==> src/rtl/product_accumulator.sv <==
// product_accumulator: sums a burst of len unsigned products, then holds the result for a valid/ready handshake.
// Define PRODUCT_ACC_SAT_EN to clamp acc to all ones on overflow instead of wrapping.
module product_accumulator #(
   parameter int m     = 16,
   parameter int n     = 16,
   parameter int G     = 8,
   parameter int LEN_W = 8
) (
   input  logic             clk,
   input  logic             rst_n,
   input  logic             start,
   input  logic [LEN_W-1:0] len,
   input  logic             abort,
   input  logic             in_valid,
   output logic             in_ready,
   input  logic [m+n-1:0]   product,
   output logic             out_valid,
   input  logic             out_ready,
   output logic [m+n+G-1:0] acc,
   output logic             ovf,
   output logic             busy
);
   localparam int W = m + n + G;
   typedef enum logic [1:0] {IDLE, ACC, HOLD} state_t;
   state_t           state_q, state_d;
   logic [W-1:0]     acc_q, acc_d, add;
   logic             ovf_q, ovf_d;
   logic [LEN_W-1:0] cnt_q, cnt_d;
   logic [W:0]       sum;
   logic             beat;
   assign sum  = {1'b0, acc_q} + {{(G + 1){1'b0}}, product};
`ifdef PRODUCT_ACC_SAT_EN
   assign add  = sum[W] ? '1 : sum[W-1:0];
`else
   assign add  = sum[W-1:0];
`endif
   assign beat = in_valid && state_q == ACC;
   always_comb begin
      state_d = state_q;
      acc_d   = acc_q;
      ovf_d   = ovf_q;
      cnt_d   = cnt_q;
      if (abort) begin
         state_d = IDLE;
         acc_d   = '0;
         ovf_d   = 1'b0;
         cnt_d   = '0;
      end else if (state_q == IDLE && start) begin
         state_d = len == '0 ? HOLD : ACC;
         acc_d   = '0;
         ovf_d   = 1'b0;
         cnt_d   = len;
      end else if (beat) begin
         state_d = cnt_q == LEN_W'(1) ? HOLD : ACC;
         acc_d   = add;
         ovf_d   = ovf_q | sum[W];
         cnt_d   = cnt_q - LEN_W'(1);
      end else if (state_q == HOLD && out_ready) begin
         state_d = IDLE;
      end
   end
   always_ff @(posedge clk or negedge rst_n) begin
      if (!rst_n) begin
         state_q <= IDLE;
         acc_q   <= '0;
         ovf_q   <= 1'b0;
         cnt_q   <= '0;
      end else begin
         state_q <= state_d;
         acc_q   <= acc_d;
         ovf_q   <= ovf_d;
         cnt_q   <= cnt_d;
      end
   end
   assign in_ready  = state_q == ACC;
   assign out_valid = state_q == HOLD;
   assign busy      = state_q != IDLE;
   assign acc       = acc_q;
   assign ovf       = ovf_q;
endmodule

==> config.mk <==
export PLATFORM = sky130hd
export DESIGN_NAME = product_accumulator
export DESIGN_NICKNAME = d
export VERILOG_FILES = /design/src/rtl/product_accumulator.sv
export SDC_FILE = /design/constraint.sdc
export NUM_CORES = 1
export LEC_CHECK = 0
export CORE_MARGIN = 4
export CORE_UTILIZATION = 50
export DETAILED_ROUTE_END_ITERATION = 12
export PLACE_DENSITY_LB_ADDON = 0.2
export SYNTH_ARGS = -nofsm -noshare
export SYNTH_HDL_FRONTEND = slang
export SYNTH_SLANG_ARGS = --single-unit
==> constraint.sdc <==
create_clock -name clk -period 9.65 [get_ports clk]
set_clock_uncertainty 0.1 [all_clocks]
set_input_delay 2.895 -clock clk [delete_from_list [all_inputs] [get_ports clk]]
set_output_delay 2.895 -clock clk [all_outputs]
set_load 0.05 [all_outputs]
==> reports/results.ini, run 1 <==
[status]
outcome = complete, no violations

[final_timing]
hold_viol_final = 0
rsz0062_at_grt = no
setup-violations-final = 0

[synthesis]
netlist_instances = 451
syn_avg_cell_area_um2 = 8.49
ys.flops = 51
synthArstFlopShare = 1.00
common_cells = 67 x nand2_1, 51 x dfrtp_1, 46 x o21ai_0

[global_route]
gr-total-overflow = 0
grt_max_degree = 52
use_met2 = 0.352

[pwr]
finalPower_uw = 530
power.density_mw_per_mm2 = 108
p_leak_uw = 0.00212
net-switching-power_uw = 186
pwr-share-comb = 0.309
seqPwrFrac = 0.438

[cts]
htreeDepth = 2
cts-hold-fix-buffers = 0
post_cts_buffers = 0
clock_path_buffers = 2

[layout]
comb_area_mm2 = 0.00246
nets = 617
drive_above_1_share = 0.0447
multi_input_comb_cells = 375

[min_path]
hold_end = ovf$_DFFE_PN0P_
hp-class = flop to flop
min-delay-start = ovf$_DFFE_PN0P_

[floorplanning]
die_w_um = 95.5
initial_core_util = 0.522

[setup_path]
path_buffers = 1
crit_start = product[0]
worstPathArrival_ns = 5.99
start_kind = input port
path_max_fanout = 9
crit_type = input port to flop
rr_endpoint = acc[36]$_DFFE_PN0P_

[detailed_routing]
met3_length_um = 542
final_antenna_net_count = 0
dr.pass1.iters = 5
wire_per_inst_um = 15.1

[job]
cap_violations = 0

## run 1: worst register-to-register path, stage by stage, from the launching register on
cell	delay, ns
dfrtp_1	0.41
ha_1	0.23
fa_1	0.42
a21oi_2	0.18
o22ai_2	0.13
a2111oi_4	0.37
o31ai_4	0.14
a21bo_1	0.25
a41o_2	0.34
a311oi_4	0.38
or4_1	0.18
nand3_1	0.07
## run 1: through the flow
stage               hold slack [ns]  area [µm²]  cells  utilization  setup slack (ns)
finish                        0.412        4910    636        0.670              3.76
global route                  0.458        4910    636        0.670              3.57
CTS                           0.421        4910    636        0.670              3.77
detailed placement            0.396        4810    628        0.656              3.41
global placement              0.384        4810    628        0.656              3.48
floorplan                     0.452        3830    451            -              4.08
Run 1, metal 3:
(3 px per µm) Cells faint in the background.
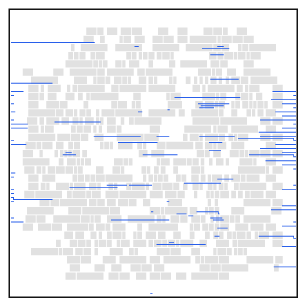
The wires run mostly horizontal. The layer carries 543 µm of wire. The longest straight run is 27.6 µm. 76 nets have wire on it. The layer holds 5.7% of the routed length.

Run 1, PDN straps and rails:
(4 px per µm) Pins as bars on the die edge. Tap cells in gray.
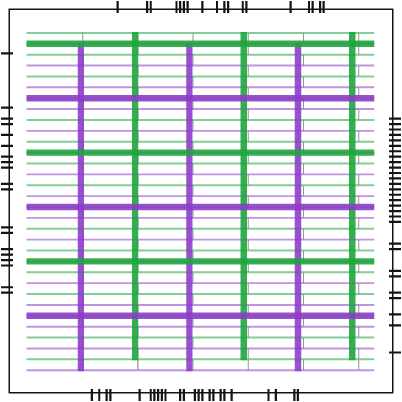
Key: VSS = purple; VDD = green
6 straps on met4. 90 signal pins sit on the boundary. 6 straps on met5. 32 met1 rails follow the rows. 99 tap cells.

Run 1, clock nets:
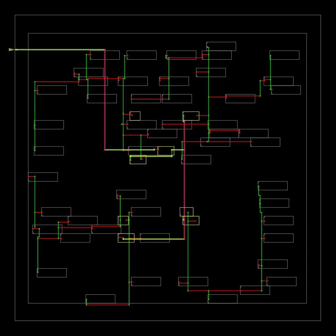
clock-net power: 134 µW
sequential cell count: 51
CTS buffer count: 5
Clk Latency, worst-skew pair: 0.31 ns

Run 1, signal wires by layer:
(4 px per µm)
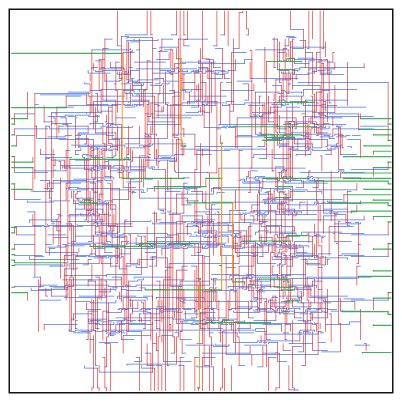

==> run 2, diff against run 1 <==
--- a/config.mk
+++ b/config.mk
@@ -6,7 +6,7 @@
 export NUM_CORES = 1
 export LEC_CHECK = 0
 export CORE_MARGIN = 4
-export CORE_UTILIZATION = 50
+export CORE_UTILIZATION = 46
 export DETAILED_ROUTE_END_ITERATION = 12
 export PLACE_DENSITY_LB_ADDON = 0.2
 export SYNTH_ARGS = -nofsm -noshare
==> constraint.sdc (replaced) <==
create_clock -name clk -period 5.2 [get_ports clk]
set_clock_uncertainty 0.1 [all_clocks]
set_input_delay 1.56 -clock clk [delete_from_list [all_inputs] [get_ports clk]]
set_output_delay 1.56 -clock clk [all_outputs]
set_load 0.05 [all_outputs]
Run 2, signal wires by layer:
(4 px per µm)
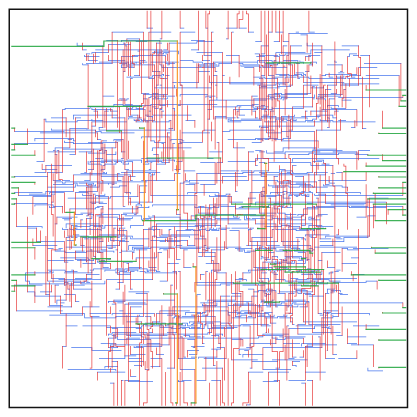
Key: M4 = orange [wire length 151 µm]; M1 = blue [wire length 4520 µm]; M2 = red [wire length 4630 µm]; M3 = green [wire length 513 µm]

Run 2, PDN straps and rails:
(4 px per µm) Pins as bars on the die edge. Tap cells in gray.
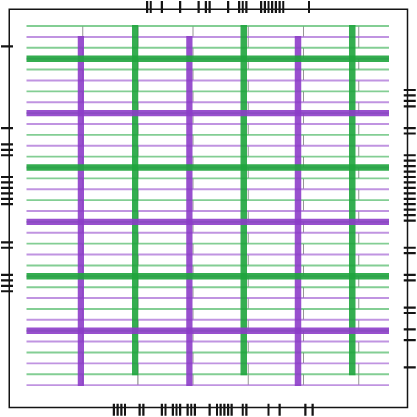
Key: VDD = green; VSS = purple
105 tap cells. The core has 33 rows. 6 straps on met5.

Run 2, metal 3:
(3 px per µm) Cells faint in the background.
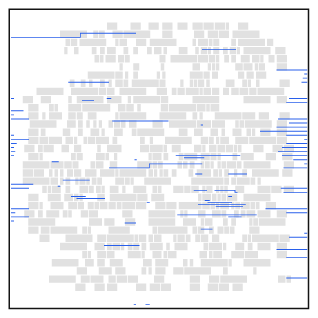
The layer holds 5.2% of the routed length. 70 nets have wire on it. The longest straight run is 26.2 µm. The wires run mostly horizontal.

==> run 2 against run 1 <==
  * Wire length increased by 2.5%
  * Worst hold slack got worse by 0.0030 ns
  * Power grew 94%
  * Largest cell class unchanged
  * Register-to-register slack lost 4.5 ns
  * Clock power up 120%
  * Cell count grew 1.1%
  * Critical path depth unchanged
  * Sequential cell count stayed put
  * Global-route usage is 1.0 points lower
  * Die size grew 8.0%
==> reports/results.ini, run 2 <==
[status]
outcome = complete, no violations

[global_route]
grt_max_degree = 52  ; unchanged
grt_util_all_layers = 0.205
use_met2 = 0.346  ; -0.00663
gr-total-overflow = 0  ; unchanged

[detailed_routing]
maxUsedRoutingLayer = met4
dr.pass1.iters = 4  ; -1
drc_errors = 0
wire_per_inst_um = 15.3  ; +1.4%
final_antenna_net_count = 0  ; unchanged
met3_length_um = 513  ; -5.4%

[pwr]
net-switching-power_uw = 331  ; +78%
p_sw_frac = 0.322
seqPwrFrac = 0.419  ; -0.019
p_leak_uw = 0.00214  ; +0.76%
finalPower_uw = 1030  ; +94%
power.density_mw_per_mm2 = 208  ; +92%
pwr-share-comb = 0.298  ; -0.011

[min_path]
min-delay-start = ovf$_DFFE_PN0P_
hp-class = flop to flop
hold_end = ovf$_DFFE_PN0P_

[setup_path]
cp_slowest_cell = fa_1
worstPathArrival_ns = 4.70  ; -1.29 ns
path_max_fanout = 9  ; unchanged
crit_type = input port to flop
crit_start = product[0]
reg2reg_depth = 11
rr_endpoint = acc[38]$_DFFE_PN0P_
critPathCaptureType = flop
start_kind = input port

[layout]
drive_above_1_share = 0.0465  ; +0.00178
nets = 618  ; +0.16%

[floorplanning]
initial_core_util = 0.471  ; -0.0516
die_w_um = 99.2  ; +3.9%

[final_timing]
hold_viol_final = 0  ; unchanged
rsz0062_at_grt = no
period_minus_slack_ns = 4.61
period_used_share = 0.887

[synthesis]
syn_avg_cell_area_um2 = 8.49  ; unchanged
ys.flops = 51  ; unchanged
common_cells = 67 x nand2_1, 51 x dfrtp_1, 46 x o21ai_0
yosys_area_mm2 = 0.00383
netlist_instances = 451  ; unchanged
synthArstFlopShare = 1.00  ; unchanged
synthAdderAreaFrac = 0.116

[cts]
post_cts_buffers = 0  ; unchanged
clock_path_buffers = 2  ; unchanged
cts-buffers-inserted = 5  ; unchanged

[job]
cap_violations = 0  ; unchanged

[run 2: layout make-up]
class	count	area, µm²	area share
clock buffers	6	82.6	0.0167
clock inverters	2	35.0	0.00709
inverters	11	41.3	0.00835
multi-input cells	375	2460	0.498
flip-flops and latches	51	1280	0.258
well taps	105	131	0.0266
repair buffers	93	916	0.185
[run 2: power groups by stage]
stage,Clock (µW),Sequential [µW],Combinational (µW)
after floorplan,0,470,163
after CTS,303,430,307
final,290,430,306
after detailed placement,0,438,305
after global routing,318,434,335
after global placement,0,437,301
[run 2: stage by stage]
step	instance area, µm²	worst slack, ns	hold WS [ns]	std cells
global route	4940	0.437	0.440	643
global placement	4830	0.372	0.386	635
floorplan	3830	0.967	0.452	451
detailed placement	4830	0.271	0.396	635
finish	4940	0.588	0.409	643
CTS	4940	0.604	0.419	643
No activity file was given, so power comes from the tool's default toggle rates.
